$ cat src/rtl/bus_pkg.sv
// Shared bus definitions: arbiter states, slave select codes, default address
// width and the address region that decodes to no slave.
package bus_pkg;

  localparam int ADDR_W_DEFAULT = 16;

  typedef enum logic [1:0] {
    IDLE = 2'd0,
    ADDR = 2'd1,
    WAIT = 2'd2
  } arb_state_t;

  localparam logic [1:0] SEL_NONE = 2'b00;
  localparam logic [1:0] SEL_S1   = 2'b01;
  localparam logic [1:0] SEL_S2   = 2'b10;
  localparam logic [1:0] SEL_S3   = 2'b11;

  // Top-two-bit address region that has no slave behind it.
  localparam logic [1:0] REGION_ERR = 2'b11;

  // Map an address region onto the slave select driven to the slave muxes.
  function automatic logic [1:0] region_to_select(input logic [1:0] region);
    logic [1:0] sel;
    case (region)
      2'b00:   sel = SEL_S1;
      2'b01:   sel = SEL_S2;
      2'b10:   sel = SEL_S3;
      default: sel = SEL_NONE;
    endcase
    return sel;
  endfunction

endpackage

$ cat src/rtl/bus_addr_decode.sv
// Combinational address decoder: the top two address bits select a slave,
// the last region flags a decode error. Shared with the slave-side muxes.
module bus_addr_decode
  import bus_pkg::*;
#(
  parameter int ADDR_W = ADDR_W_DEFAULT
) (
  input  logic [ADDR_W-1:0] addr,
  output logic [1:0]        select,
  output logic              err
);

  logic [1:0] region;
  logic       unused_low_addr;

  // Only the region bits matter; the rest of the address belongs to the slave.
  assign region          = addr[ADDR_W-1 -: 2];
  assign unused_low_addr = ^addr[ADDR_W-3:0];

  // Region lookup; an error region yields no select.
  always_comb begin
    select = region_to_select(region);
    err    = (region == REGION_ERR);
  end

endmodule

$ cat src/rtl/bus_arbiter.sv
// Two-master round-robin bus arbiter with address decode and slave select.
// A tenure is ADDR (one cycle) followed by WAIT until the slave is ready.
// Optional feature macro: BUS_TIMEOUT_EN -- forces release of a tenure after
// TIMEOUT_CYCLES WAIT cycles without ready and pulses timeout.
module bus_arbiter
  import bus_pkg::*;
#(
  parameter int ADDR_W         = ADDR_W_DEFAULT,
  parameter int TIMEOUT_CYCLES = 255
) (
  input  logic              clk,
  input  logic              rst_n,
  input  logic              m1_req,
  input  logic              m2_req,
  input  logic [ADDR_W-1:0] m1_addr,
  input  logic [ADDR_W-1:0] m2_addr,
  input  logic              ready,
  output logic              m1_grant,
  output logic              m2_grant,
  output logic [1:0]        select,
  output logic              bus_busy,
  output logic              decode_err,
  output logic              timeout
);

  arb_state_t  state_reg, state_next;
  logic        m1_grant_reg, m1_grant_next;
  logic        m2_grant_reg, m2_grant_next;
  logic [1:0]  select_reg, select_next;
  logic        bus_busy_reg, bus_busy_next;
  logic        decode_err_reg, decode_err_next;
  logic        last_m2_reg, last_m2_next;   // 1: master 2 was granted last
  logic        release_now;
  logic        pick_m2;
  logic [ADDR_W-1:0] win_addr;
  logic [1:0]  dec_select;
  logic        dec_err;

`ifdef BUS_TIMEOUT_EN
  localparam int CNT_W = $clog2(TIMEOUT_CYCLES + 1);
  localparam logic [CNT_W-1:0] CNT_LAST = CNT_W'(TIMEOUT_CYCLES - 1);
  logic [CNT_W-1:0] wait_cnt_reg, wait_cnt_next;
  logic             timeout_reg, timeout_next;
`else
  logic unused_timeout_cfg;
  assign unused_timeout_cfg = (TIMEOUT_CYCLES > 0);
`endif

  // Round robin: with both requesting, the master not granted last wins.
  assign pick_m2  = m2_req && (!m1_req || !last_m2_reg);
  assign win_addr = pick_m2 ? m2_addr : m1_addr;

  bus_addr_decode #(.ADDR_W(ADDR_W)) u_decode (
    .addr   (win_addr),
    .select (dec_select),
    .err    (dec_err)
  );

  // Next-state and next-output logic; every output is the registered copy.
  always_comb begin
    state_next      = state_reg;
    m1_grant_next   = m1_grant_reg;
    m2_grant_next   = m2_grant_reg;
    select_next     = select_reg;
    decode_err_next = 1'b0;
    last_m2_next    = last_m2_reg;
    release_now     = 1'b0;
`ifdef BUS_TIMEOUT_EN
    wait_cnt_next   = wait_cnt_reg;
    timeout_next    = 1'b0;
`endif
    case (state_reg)
      IDLE: begin
        if (m1_req || m2_req) begin
          state_next      = ADDR;
          m1_grant_next   = !pick_m2;
          m2_grant_next   = pick_m2;
          select_next     = dec_select;
          decode_err_next = dec_err;
        end
      end
      ADDR: begin
        if (decode_err_reg) begin
          release_now = 1'b1;
        end else begin
          state_next = WAIT;
`ifdef BUS_TIMEOUT_EN
          wait_cnt_next = '0;
`endif
        end
      end
      WAIT: begin
        // An unknown ready falls through to the hold path.
        if (ready) begin
          release_now = 1'b1;
        end
`ifdef BUS_TIMEOUT_EN
        else if (wait_cnt_reg == CNT_LAST) begin
          release_now  = 1'b1;
          timeout_next = 1'b1;
        end else begin
          wait_cnt_next = wait_cnt_reg + CNT_W'(1);
        end
`endif
      end
      default: state_next = IDLE;
    endcase
    if (release_now) begin
      state_next    = IDLE;
      m1_grant_next = 1'b0;
      m2_grant_next = 1'b0;
      select_next   = SEL_NONE;
      last_m2_next  = m2_grant_reg;
    end
    bus_busy_next = (state_next != IDLE);
  end

  // State and output registers; reset leaves master 1 with priority.
  always_ff @(posedge clk) begin
    if (!rst_n) begin
      state_reg      <= IDLE;
      m1_grant_reg   <= 1'b0;
      m2_grant_reg   <= 1'b0;
      select_reg     <= SEL_NONE;
      bus_busy_reg   <= 1'b0;
      decode_err_reg <= 1'b0;
      last_m2_reg    <= 1'b1;
    end else begin
      state_reg      <= state_next;
      m1_grant_reg   <= m1_grant_next;
      m2_grant_reg   <= m2_grant_next;
      select_reg     <= select_next;
      bus_busy_reg   <= bus_busy_next;
      decode_err_reg <= decode_err_next;
      last_m2_reg    <= last_m2_next;
    end
  end

`ifdef BUS_TIMEOUT_EN
  // WAIT-cycle counter and the registered timeout pulse.
  always_ff @(posedge clk) begin
    if (!rst_n) begin
      wait_cnt_reg <= '0;
      timeout_reg  <= 1'b0;
    end else begin
      wait_cnt_reg <= wait_cnt_next;
      timeout_reg  <= timeout_next;
    end
  end
  assign timeout = timeout_reg;
`else
  assign timeout = 1'b0;
`endif

  assign m1_grant   = m1_grant_reg;
  assign m2_grant   = m2_grant_reg;
  assign select     = select_reg;
  assign bus_busy   = bus_busy_reg;
  assign decode_err = decode_err_reg;

endmodule

$ cat config.mk
export PLATFORM = sky130hd
export DESIGN_NAME = bus_arbiter
export DESIGN_NICKNAME = d
export VERILOG_FILES = /design/src/rtl/bus_pkg.sv /design/src/rtl/bus_addr_decode.sv /design/src/rtl/bus_arbiter.sv
export SDC_FILE = /design/constraint.sdc
export NUM_CORES = 1
export LEC_CHECK = 0
export ABC_CLOCK_PERIOD_IN_PS = 1800
export CAP_MARGIN = 20
export CORE_MARGIN = 3
export CORE_UTILIZATION = 32
export CTS_BUF_LIST = sky130_fd_sc_hd__clkbuf_8
export DETAILED_ROUTE_END_ITERATION = 10
export GPL_TIMING_DRIVEN = 1
export PLACE_DENSITY_LB_ADDON = 0.15
export SYNTH_ARGS = -nofsm -noshare
export SYNTH_HDL_FRONTEND = slang
export SYNTH_SLANG_ARGS = --single-unit
$ cat constraint.sdc
create_clock -name clk -period 1.8 [get_ports clk]
set_input_delay 0.36 -clock clk [delete_from_list [all_inputs] [get_ports clk]]
set_output_delay 0.36 -clock clk [all_outputs]
set_load 0.01 [all_outputs]
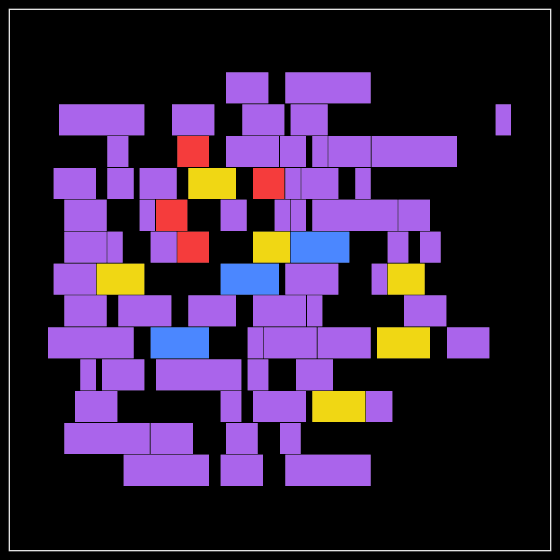
Fig. 1. Drive-strength map (run 1).
| color | size | cells | share |
|---|---|---|---|
| yellow | _2 cells | 6 | 8.1% |
| red | _3 and _4 cells | 4 | 5.4% |
| purple | _0 and _1 cells | 61 | 82% |
| blue | _6 and larger | 3 | 4.1% |
setup ws final: 96.41 ps
post-route cell area: 740.7 sq um
Buffers, non-clock: 18
synthesis-to-layout area growth: 44.04%

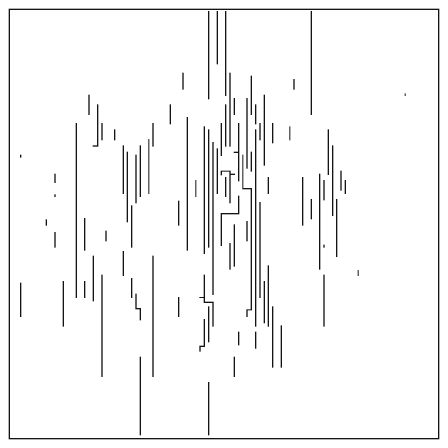
Fig. 2. Metal 2 (run 1).
nets with wire on the layer: 71
main direction: vertical
Total Routed Length: 1.102 mm
met2 usage: 0.1951

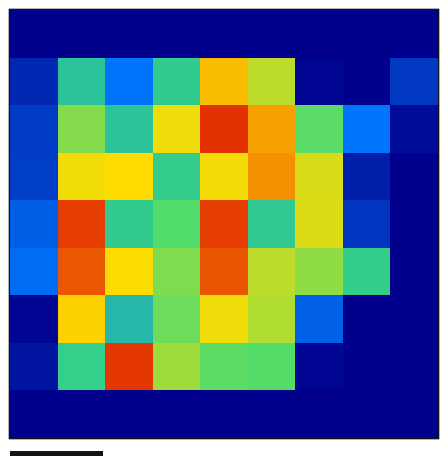
Fig. 3. Cell density map (run 1).
Bar = 10 um. The die is cut into 9 by 9 equal tiles; dark blue is low, red is high, 0 to 100% covered.
fullest tile: 94%
tiles over 75% full: 14%
emptiest ninth of the die: south-east
floorplan utilization: 0.3676
core area: 1399 sq um
Finished Core Util: 0.5295

==> results_dict.tcl, run 1 <==
# yosys + openroad results
set metrics [dict create \
    clkLatencyLatePin_ps 230 \
    nFillCells 145 \
    grt_start_max_net_pins 8 \
    clk_path_buf_depth 2 \
    setup_tns_ps 0 \
    yosys.area.top_type "dfxtp_1" \
    synth_cells 53 \
    cts_hold_buf 0 \
    powerDensity_nw_per_um2 1311 \
    p_int_w 0.0006373 \
    leakage_nw 0.3109 \
    grt_overflow 0 \
    warning_count 58 \
    xor_share 0 \
    synth_largest_type_area_fraction 0.3504 \
    critPathArrivalTime_ps 1810 \
    postCtsSetupBuffers 0 \
    post_cts_resized 0 \
    grt_pass1_wl_mm 1.973 \
    hold_end "select[0]$_SDFFE_PP0P_" \
    drive_above_1_share 0.1757 \
    drtAntennaViolNets 0 \
    crit_required_ps 1910 \
    yosys.area_share.simple 0.1606 \
    ff2ff_path_depth 5 \
    ys_ff 9 \
    yosysChipArea_sq_um 514.2 \
    drt_iter0_markers 7 \
    num_vias 438 \
    outcome "complete, no violations" \
    cap_violations 0 \
    final_cells 89 \
    seqCellArea_sq_um 180.2 \
    regToRegStartpoint "state_reg[1]$_SDFF_PN0_" \
    clock-sinks 9 \
    cts_buffers 3 \
    pre_cts_slack_ps -155.0 \
    rsz0062_at_grt "no" \
    ys.flop_type "dfxtp_1" \
]
-- run 1: per-layer routing --
layer	vias up	global-route usage	wire, um
li1	230	-	-
met1	194	0.1756	565
met2	12	0.1951	455
met3	2	0.05078	69
met4	0	0.05114	11
met5	-	0	0
-- run 1: cell usage after synthesis (2+ instances only) --
master and n:
nor3_1 2, nand2_1 3, ha_1 6, inv_1 4, dfxtp_1 9, nor2_1 3
o21ai_0 2, nand2b_1 2, a2bb2oi_1 2
-- run 1: worst max-delay path by stage --
stage | to | slack [ps] | cells past startpoint
global placement | select[1]$_SDFFE_PP0P_ | -150 | 6
CTS | select[1]$_SDFFE_PP0P_ | 90 | 6
global route | select[1]$_SDFFE_PP0P_ | 10 | 6
floorplan | select[1]$_SDFFE_PP0P_ | 380 | 5
detailed placement | select[1]$_SDFFE_PP0P_ | -160 | 6
finish | select[1]$_SDFFE_PP0P_ | 100 | 6
-- run 1: worst max-delay path, cell delays in order --
cell and delay [ps]:
clkdlybuf4s50_1 470, a21boi_2 180, mux2_2 350, ha_1 270, mux2i_1 130, nor2_1 50
-- run 1: power groups by stage --
stage	clock network (W)	logic, W	registers [W]
after global placement	0	0.000435	0.000306
final	0.000229	0.000438	0.000304
after floorplan	0	0.000267	0.000317
after detailed placement	0	0.000436	0.000305
after global routing	0.000245	0.000494	0.000312
after CTS	0.000234	0.000445	0.000304
-- run 1: cell type report --
type                    count  share of cell area
flip-flops and latches      9              0.2432
clock buffers               3             0.05574
repair buffers             18              0.2297
clock inverters             1            0.005068
well taps                  15             0.02534
inverters                   4             0.02027
multi-input cells          39              0.4206
==> run 1 -> run 2 <==
--- a/config.mk
+++ b/config.mk
@@ -7,7 +7,6 @@
 export LEC_CHECK = 0
 export ABC_CLOCK_PERIOD_IN_PS = 1800
 export CAP_MARGIN = 20
-export CORE_MARGIN = 3
 export CORE_UTILIZATION = 32
 export CTS_BUF_LIST = sky130_fd_sc_hd__clkbuf_8
 export DETAILED_ROUTE_END_ITERATION = 10
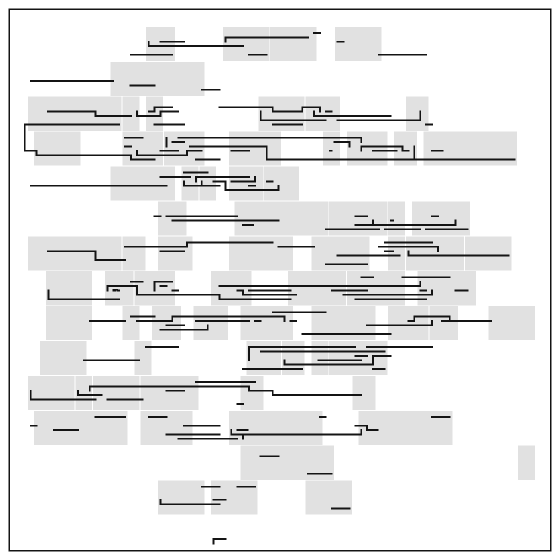
Fig. 4. Metal 1 (run 2).
main direction: horizontal
share of all routed wire: 50%
longest straight run: 19.3 um
vias post-DR: 456
global routing met1 resource utilization: 0.1905

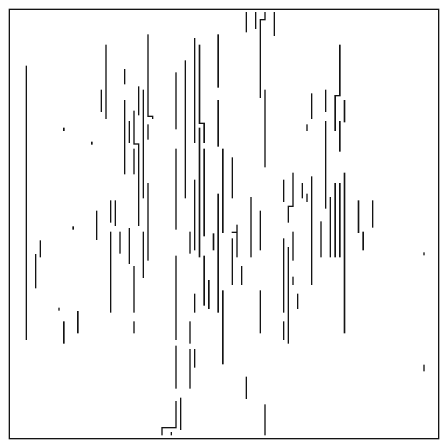
Fig. 5. Metal 2 (run 2).
main direction: vertical
share of all routed wire: 41%
nets with wire on the layer: 73
wire length on this layer: 454 um
Total Routed Length: 1.094 mm
met2 usage: 0.1813

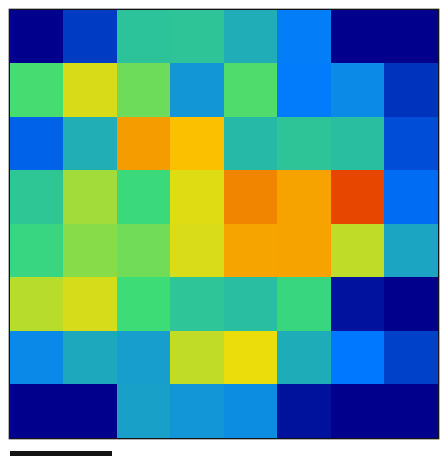
Fig. 6. Cell density map (run 2).
Bar = 10 um. The die is cut into 8 by 8 equal tiles; dark blue is low, red is high, 0 to 100% covered.
emptiest ninth of the die: south-east
fullest tile: 92%
nearly empty tiles: 13%
mean over tiles: 41%
tiles over 75% full: 11%
floorplan utilization: 0.3414
Finished Core Util: 0.4925
core area: 1506 sq um

==> run 2 against run 1 <==
Net effect:
- sequential share of layout area about the same
- die area decreased by 17%
- count of clock-buffer cells in the layout stayed put
- routed wire length down 0.73%
- total power hardly changed
- first-iteration DRC count is the same
- worst hold slack worse by 1.0 ps
- area after synthesis stayed put
- critical path type unchanged
==> results_dict.tcl, run 2 <==
# yosys + openroad results
set metrics [dict create \
    ys.flop_type "dfxtp_1" \
    rsz0062_at_grt "no" \
    final_cells 90 \
    grt_pass1_wl_mm 1.876 \
    postCtsSetupBuffers 0 \
    warning_count 58 \
    maxPowerGroup "combinational logic" \
    clock-sinks 9 \
    critPathArrivalTime_ps 1830 \
    synth_largest_type_area_fraction 0.3504 \
    grt_start_max_net_pins 8 \
    synthToLayoutAreaGrowth_pct 44.28 \
    p_int_w 0.0006362 \
    top_cell "dfxtp_1" \
    clkLatencyLatePin_ps 230 \
    p_comb_w 0.000434 \
    seq_power_w 0.000305 \
    nFillCells 155 \
    crit_required_ps 1910 \
    ys_top_cells_by_count "9 x dfxtp_1, 6 x ha_1, 4 x inv_1" \
    grt_overflow 0 \
    cts_buffers 3 \
    clk_path_buf_depth 2 \
    cap_violations 0 \
    drt_iter0_markers 7 \
    post_cts_resized 0 \
    seqCellArea_sq_um 180.2 \
    yosysChipArea_sq_um 514.2 \
    wire_per_inst_um 12.16 \
    outcome "complete, no violations" \
    drive_above_1_share 0.1757 \
    yosys.area.top_type "dfxtp_1" \
    drtAntennaViolNets 0 \
]
==> run 2: final cells by class <==
class                           instances  share of cell area
Clock buffer                            3             0.05565
Sequential cell                         9              0.2428
Inverter                                4             0.02024
Multi-Input combinational cell         39              0.4199
Tap cell                               16             0.02698
Timing Repair Buffer                   18              0.2293
Clock inverter                          1            0.005059
==> run 2: stage by stage <==
step	utilization	setup slack, ps	area [sq um]	TNS, ps	total power [W]
5_1_grt	0.4925	24.74	742.0	0	0.001051
3_3_place_gp	0.4626	-175.0	696.9	-188.0	0.0007441
6_report	0.4925	76.48	742.0	0	0.0009699
4_1_cts	0.4925	72.12	742.0	0	0.0009824
2_1_floorplan	-	383.2	514.2	0	0.0005840
3_5_place_dp	0.4626	-167.8	696.9	-179.4	0.0007415
==> run 2: worst max-delay path: stages <==
cell	delay, ps
clkdlybuf4s50_1	480
a21boi_2	200
mux2_2	350
ha_1	260
mux2i_1	130
nor2_1	50
==> run 2: cells by family (layout without fill, tap and decap cells) <==
group           Yosys count  in the layout  synth area share
compound gates           15             15            0.2506
simple gates             15             15            0.1606
flops                     9              9            0.3504
fa+ha+maj                 6              6            0.1460
buf+inv                   5             26           0.04379
mux                       2              2           0.04136
other cells               1              1          0.007292
==> run 2: worst paths after layout <==
check                            to
min          select[0]$_SDFFE_PP0P_
max reg2reg  select[1]$_SDFFE_PP0P_
max          select[1]$_SDFFE_PP0P_
min reg2reg  select[0]$_SDFFE_PP0P_
==> run 2: metal layers <==
layer / up-vias / wire [um] / GRT usage
met3: 4 / 78 / 0.06466
li1: 232 / - / -
met5: - / 0 / 0
met4: 0 / 19 / 0.1000
met2: 16 / 453 / 0.1813
met1: 204 / 542 / 0.1905
Power is estimated from default activity; no workload was simulated.
